$ cat src/rtl/vga_timing_gen.sv
// VGA raster timing generator: stage-1 pixel request 1 clk after the counter, pins 2+PIPE_LAT clks after it.
// No backpressure: runs every pixel clock; en only parks the raster at the origin.
module vga_timing_gen #(
  parameter int H_ACTIVE = 1024,
  parameter int H_FP     = 24,
  parameter int H_SYNC   = 136,
  parameter int H_BP     = 160,
  parameter int V_ACTIVE = 768,
  parameter int V_FP     = 3,
  parameter int V_SYNC   = 6,
  parameter int V_BP     = 29,
  parameter bit HS_POL   = 1'b0,
  parameter bit VS_POL   = 1'b0,
  parameter int CW       = 12,
  parameter int COLOR_W  = 4,
  parameter int PIPE_LAT = 2
) (
  input  logic               char_clock,
  input  logic               reset_n,
  input  logic               en,
  input  logic [COLOR_W-1:0] red_in,
  input  logic [COLOR_W-1:0] green_in,
  input  logic [COLOR_W-1:0] blue_in,
  output logic [CW-1:0]      pix_x,
  output logic [CW-1:0]      pix_y,
  output logic               pix_req,
  output logic               line_start,
  output logic               frame_start,
  output logic               hsync,
  output logic               vsync,
  output logic               de,
  output logic [COLOR_W-1:0] red,
  output logic [COLOR_W-1:0] green,
  output logic [COLOR_W-1:0] blue
);

  localparam int H_TOTAL = H_ACTIVE + H_FP + H_SYNC + H_BP;
  localparam int V_TOTAL = V_ACTIVE + V_FP + V_SYNC + V_BP;
  localparam int CW1     = CW + 1;

  // One extra bit so a region end equal to 2^CW still compares correctly.
  localparam logic [CW:0] H_ACT_END  = CW1'(H_ACTIVE);
  localparam logic [CW:0] H_SYNC_BEG = CW1'(H_ACTIVE + H_FP);
  localparam logic [CW:0] H_SYNC_END = CW1'(H_ACTIVE + H_FP + H_SYNC);
  localparam logic [CW:0] V_ACT_END  = CW1'(V_ACTIVE);
  localparam logic [CW:0] V_SYNC_BEG = CW1'(V_ACTIVE + V_FP);
  localparam logic [CW:0] V_SYNC_END = CW1'(V_ACTIVE + V_FP + V_SYNC);
  localparam logic [CW-1:0] H_LAST   = CW'(H_TOTAL - 1);
  localparam logic [CW-1:0] V_LAST   = CW'(V_TOTAL - 1);

  typedef struct packed {
    logic hs;
    logic vs;
    logic de;
  } sync_t;

  logic [CW-1:0] h_cnt;
  logic [CW-1:0] v_cnt;
  logic          h_act;
  logic          v_act;
  logic          hs_act;
  logic          vs_act;
  logic          vis;
  sync_t         raw;
  sync_t         dly [PIPE_LAT+1];

  always_comb begin
    h_act  = {1'b0, h_cnt} < H_ACT_END;
    v_act  = {1'b0, v_cnt} < V_ACT_END;
    hs_act = ({1'b0, h_cnt} >= H_SYNC_BEG) && ({1'b0, h_cnt} < H_SYNC_END);
    vs_act = ({1'b0, v_cnt} >= V_SYNC_BEG) && ({1'b0, v_cnt} < V_SYNC_END);
    vis    = h_act && v_act;
    // A parked raster feeds idle values into the delay line.
    raw.hs = en && hs_act;
    raw.vs = en && vs_act;
    raw.de = en && vis;
  end

  always_ff @(posedge char_clock or negedge reset_n) begin
    if (!reset_n) begin
      h_cnt <= '0;
      v_cnt <= '0;
    end else if (!en) begin
      h_cnt <= '0;
      v_cnt <= '0;
    end else if (h_cnt == H_LAST) begin
      h_cnt <= '0;
      v_cnt <= (v_cnt == V_LAST) ? '0 : v_cnt + 1'b1;
    end else begin
      h_cnt <= h_cnt + 1'b1;
    end
  end

  always_ff @(posedge char_clock or negedge reset_n) begin
    if (!reset_n) begin
      pix_req     <= 1'b0;
      pix_x       <= '0;
      pix_y       <= '0;
      line_start  <= 1'b0;
      frame_start <= 1'b0;
    end else if (!en) begin
      pix_req     <= 1'b0;
      pix_x       <= '0;
      pix_y       <= '0;
      line_start  <= 1'b0;
      frame_start <= 1'b0;
    end else begin
      pix_req     <= vis;
      pix_x       <= vis ? h_cnt : '0;
      pix_y       <= v_act ? v_cnt : '0;
      line_start  <= vis && (h_cnt == '0);
      frame_start <= vis && (h_cnt == '0) && (v_cnt == '0);
    end
  end

  // dly[PIPE_LAT] lines up with the rgb_in returned for the same pixel.
  always_ff @(posedge char_clock or negedge reset_n) begin
    if (!reset_n) begin
      for (int i = 0; i <= PIPE_LAT; i++) dly[i] <= '0;
    end else begin
      dly[0] <= raw;
      for (int i = 1; i <= PIPE_LAT; i++) dly[i] <= dly[i-1];
    end
  end

  always_ff @(posedge char_clock or negedge reset_n) begin
    if (!reset_n) begin
      hsync <= ~HS_POL;
      vsync <= ~VS_POL;
      de    <= 1'b0;
      red   <= '0;
      green <= '0;
      blue  <= '0;
    end else begin
      hsync <= dly[PIPE_LAT].hs ? HS_POL : ~HS_POL;
      vsync <= dly[PIPE_LAT].vs ? VS_POL : ~VS_POL;
      de    <= dly[PIPE_LAT].de;
      red   <= dly[PIPE_LAT].de ? red_in   : '0;
      green <= dly[PIPE_LAT].de ? green_in : '0;
      blue  <= dly[PIPE_LAT].de ? blue_in  : '0;
    end
  end

endmodule
$ cat config.mk
export PLATFORM = sky130hd
export DESIGN_NAME = vga_timing_gen
export DESIGN_NICKNAME = d
export VERILOG_FILES = /design/src/rtl/vga_timing_gen.sv
export SDC_FILE = /design/constraint.sdc
export NUM_CORES = 1
export LEC_CHECK = 0
export CAP_MARGIN = 40
export CORE_MARGIN = 2
export CORE_UTILIZATION = 51
export CTS_CLUSTER_SIZE = 25
export DETAILED_ROUTE_END_ITERATION = 16
export PLACE_DENSITY = 0.9
export SKIP_CTS_REPAIR_TIMING = 1
export SLEW_MARGIN = 10
export SYNTH_ARGS = -nofsm -noshare
export SYNTH_HDL_FRONTEND = slang
export SYNTH_SLANG_ARGS = --single-unit
$ cat constraint.sdc
create_clock -name char_clock -period 2.5 [get_ports char_clock]
set_clock_uncertainty 0.05 [all_clocks]
set_input_delay 0.5 -clock char_clock [delete_from_list [all_inputs] [get_ports char_clock]]
set_output_delay 0.5 -clock char_clock [all_outputs]
set_load 0.02 [all_outputs]
Figure 1. Routing congestion.
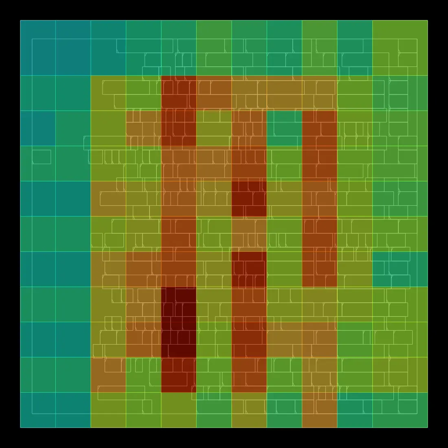
met1 usage: 25.72%
Routed WL per cell: 15.63 um
GRT Overall Usage: 20.78%
met3 GRT Util: 4.072%

Figure 2. Register map, names as in the netlist.
Scale bar: 20 um. Other sequential cells in the stronger gray, the rest of the logic in the fainter gray.
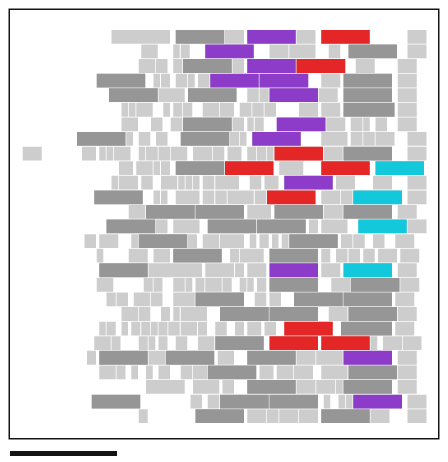
- `pix_x`: purple (flops 12)
- `dly`: red (flops 9)
- `red`: cyan (flops 4; where east)

Figure 3. Wiring by layer.
Scale bar: 20 um.
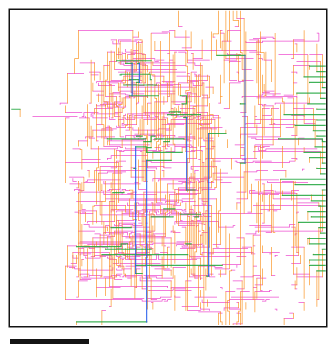
- M2: orange (wire length 3020 um)
- M4: blue (wire length 167 um)
- M3: green (wire length 387 um)
- M1: magenta (wire length 2470 um)
final wirelength: 6047 um
routed vias: 2143

Figure 4. Wiring heat map.
Scale bar: 20 um. The die is cut into 16 by 16 equal tiles; dark blue is low, red is high, scaled to the fullest tile. Values are wire area over tile area, all layers added.
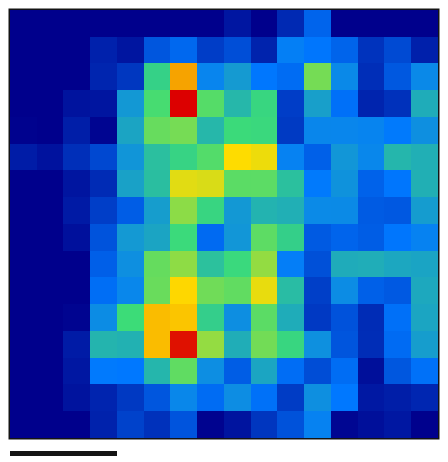
- nearly empty tiles: 20%
- fullest tile: 0.63
- mean over tiles: 0.15
- tiles over half the peak: 13%
- emptiest ninth of the die: north-west

Figure 5. Cells colored by class.
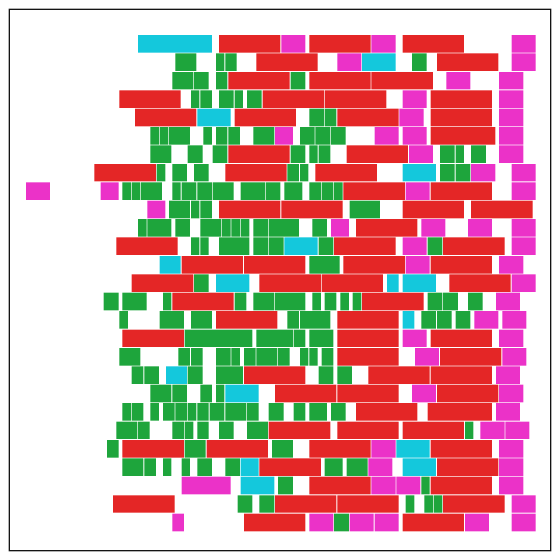
- clock drivers and dummy loads: cyan (cells 16; share of their area 5.5%)
- remaining logic cells: green (cells 164; share of their area 28%)
- registers: red (cells 74; share of their area 50%)
- remaining buffers and delay cells: magenta (cells 61; share of their area 16%)

==> critical path, delay by kind of cell (launching register included) <==
kind	cells	cell delay, ns
AND-OR/OR-AND	2	0.82
flip-flops	1	0.43
AND/OR/NAND/NOR	2	0.79
==> state kept, by name (all words and copies together), names as in the netlist, 4 cells and up <==
register	cells
dly	9
pix_y	12
green	4
v_cnt	12
blue	4
red	4
h_cnt	12
pix_x	12
==> stage by stage <==
stage / hold slack [ns] / util (%) / setup slack, ns
after floorplan: 0.1544 / - / 0.4627
after global routing: 0.1489 / 68.27 / 0.1779
after detailed placement: 0.2855 / 64.61 / 0.3180
final: 0.09953 / 68.27 / 0.2960
after global placement: 0.2832 / 64.61 / 0.3733
after CTS: 0.1328 / 68.27 / 0.2990
==> cell usage in the layout, fill, tap and decap left out, types with 6 or more instances in the layout <==
master            n
clkdlybuf4s50_1  55
nor4_1            7
dfrtp_1          72
nor3_1           14
clkbuf_8         10
ha_1              6
nor2_1           20
o21ai_0          10
inv_1             8
a22o_1            9
nand2_1           9
nand4_1           8
and2_1           28
==> power by group <==
group	leakage (uW)	internal, uW	switching, uW
clock	0.000103	489	436
combinational	0.000610	106	125
sequential	0.000987	1230	28.8
total	0.00170	1830	590
==> kinds of logic (layout without fill, tap and decap cells) <==
| family | count (synthesis) | count (layout) |
|---|---|---|
| buffers and inverters | 21 | 85 |
| adder cells (fa/ha/maj) | 6 | 6 |
| flip-flops | 74 | 74 |
| AND/OR/NAND/NOR | 108 | 108 |
| AND-OR/OR-AND | 29 | 29 |
| multiplexers | 1 | 1 |
| other | 1 | 4 |
| XOR/XNOR | 8 | 8 |
==> path summary, 6_finish.rpt <==
kind | end | start | cells past startpoint
max in group asynchronous | hsync | reset_n | 2
min | v_cnt[7] | reset_n | 2
min in group char_clock | dly[5] | dly[8] | 0
min reg2reg | dly[5] | dly[8] | 0
max reg2reg | v_cnt[3] | v_cnt[10] | 4
max | v_cnt[3] | v_cnt[10] | 4
==> routing by layer <==
layer	vias up	GRT usage, %	wire length (um)
met2	105	34.20	3019
met4	0	11.53	167
met3	17	4.072	387
met5	-	0	0
li1	975	-	-
met1	1046	25.72	2473
==> cell type report <==
type                    count  share of cell area, %
clock buffers              10                  3.639
clock inverters             6                  1.720
inverters                   8                 0.7939
multi-input cells         156                  26.43
flip-flops and latches     74                  49.02
well taps                  72                  2.382
repair buffers             61                  16.01
==> run summary <==
run results: Worst Setup Start Kind=flip-flop, area leader, netlist=dfrtp_1, nets@finish=roughly 330, Overall Power=approximately 2400 uW, maxcap violations=0, TritonCTS Buffers=9, normalized max-slew margin=66.08%, Peak VDD IR=between 0.3 and 0.4 mV, Complex Gates by Area=7.600%, drt pass-1 iters=5, Syn Inst Count=248, main flop type=dfrtp_1, synth warn=0, Sink Count=74, die y size=roughly 80 um, Filler cells=382, flop2flop setup slack=0.30 ns, Die X=79.80 um, simple-gate area share of the yosys netlist=20.54%, Post-Place Cells=around 370, vias in the first global route=roughly 2.0k, CP max stage cell=or4_4, Yosys Instances=248, kind of critical path=flip-flop to flip-flop, Final Wtd Congestion=about 0.91, Worst Tran Pin Value=0.5064 ns, Initial DRC Count=163, Synth async-reset ratio=100.0%, CTS tree=built, Combinational Area=between 900 and 1000 um2, Hold WC Path Type=primary input to async pin, gr ovfl total=0, floorplan row count=27, period utilisation layout=88.16%, critical path arrival=approximately 2.4 ns, PD cells=639.5 nW/um2, top cells by count=dfrtp_1, and2_1, nor2_1, share of cells above drive strength 1=8.889%, DR DRC count=0, Adder Area Share=2.562%, Log Warnings=30, status=completed, comb area leader=simple AND/OR/NAND/NOR gates, clock-pin transition on the worst setup and hold timing paths=0.07 ns, Detail Placement HPWL=4075 um, fin crit period=between 2 and 2.5 ns, clk latency late pin=0.35 ns, Mapped Avg Cell Area=11.82 um2, Reg area=1854 um2, Post-synth mux share=0.5124%, pin count of the biggest net entering global routing=75, Area leader share=61.49%, Fmax=453.7 MHz, setup TNS=0 ns, largest stage delay on the critical path=between 0.5 and 0.6 ns, Yosys reg bits=between 70 and 80, max-slew violations=0, antenna viol nets, final=0, area delta synth->final=29.08%, top cells, area=dfrtp_1, and2_1, a22o_1, crit-path cells=or4_4 > o41ai_4 > nor2b_2 > a221o_1, worst path required time=2.68 ns, Setup-failing EPs final=0, Max Root-Sink Buffers=2, RSZ-0062 raised after global routing=no, Yosys cell types=37, xor/xnor share=2.391%, first-pass GRT wire length=9922 um, Root Buffer=clkbuf_8, CP Capture Type=flip-flop, Max H-tree Level=3, initial antenna violation count=0, Core Area=around 5500 um2, fp util=52.89%, most common cell in the netlist=dfrtp_1, Hold Fails Final Rpt=0, vias per inst=5.537, P_leak=around 0.0017 uW, Yosys chip area=2930 um2, flip-flops with a built-in enable=0, mapped cell area=2930 um2, die area=6368 um2, CP max FO=12, Port Buffers=~56, Area after DPL=3580 um2, n_diodes=0, post-route cell area=3782 um2, Ports=57, final cell count without fillers=about 390, Seq share, synth=~63%
No activity file was given, so power comes from the tool's default toggle rates.
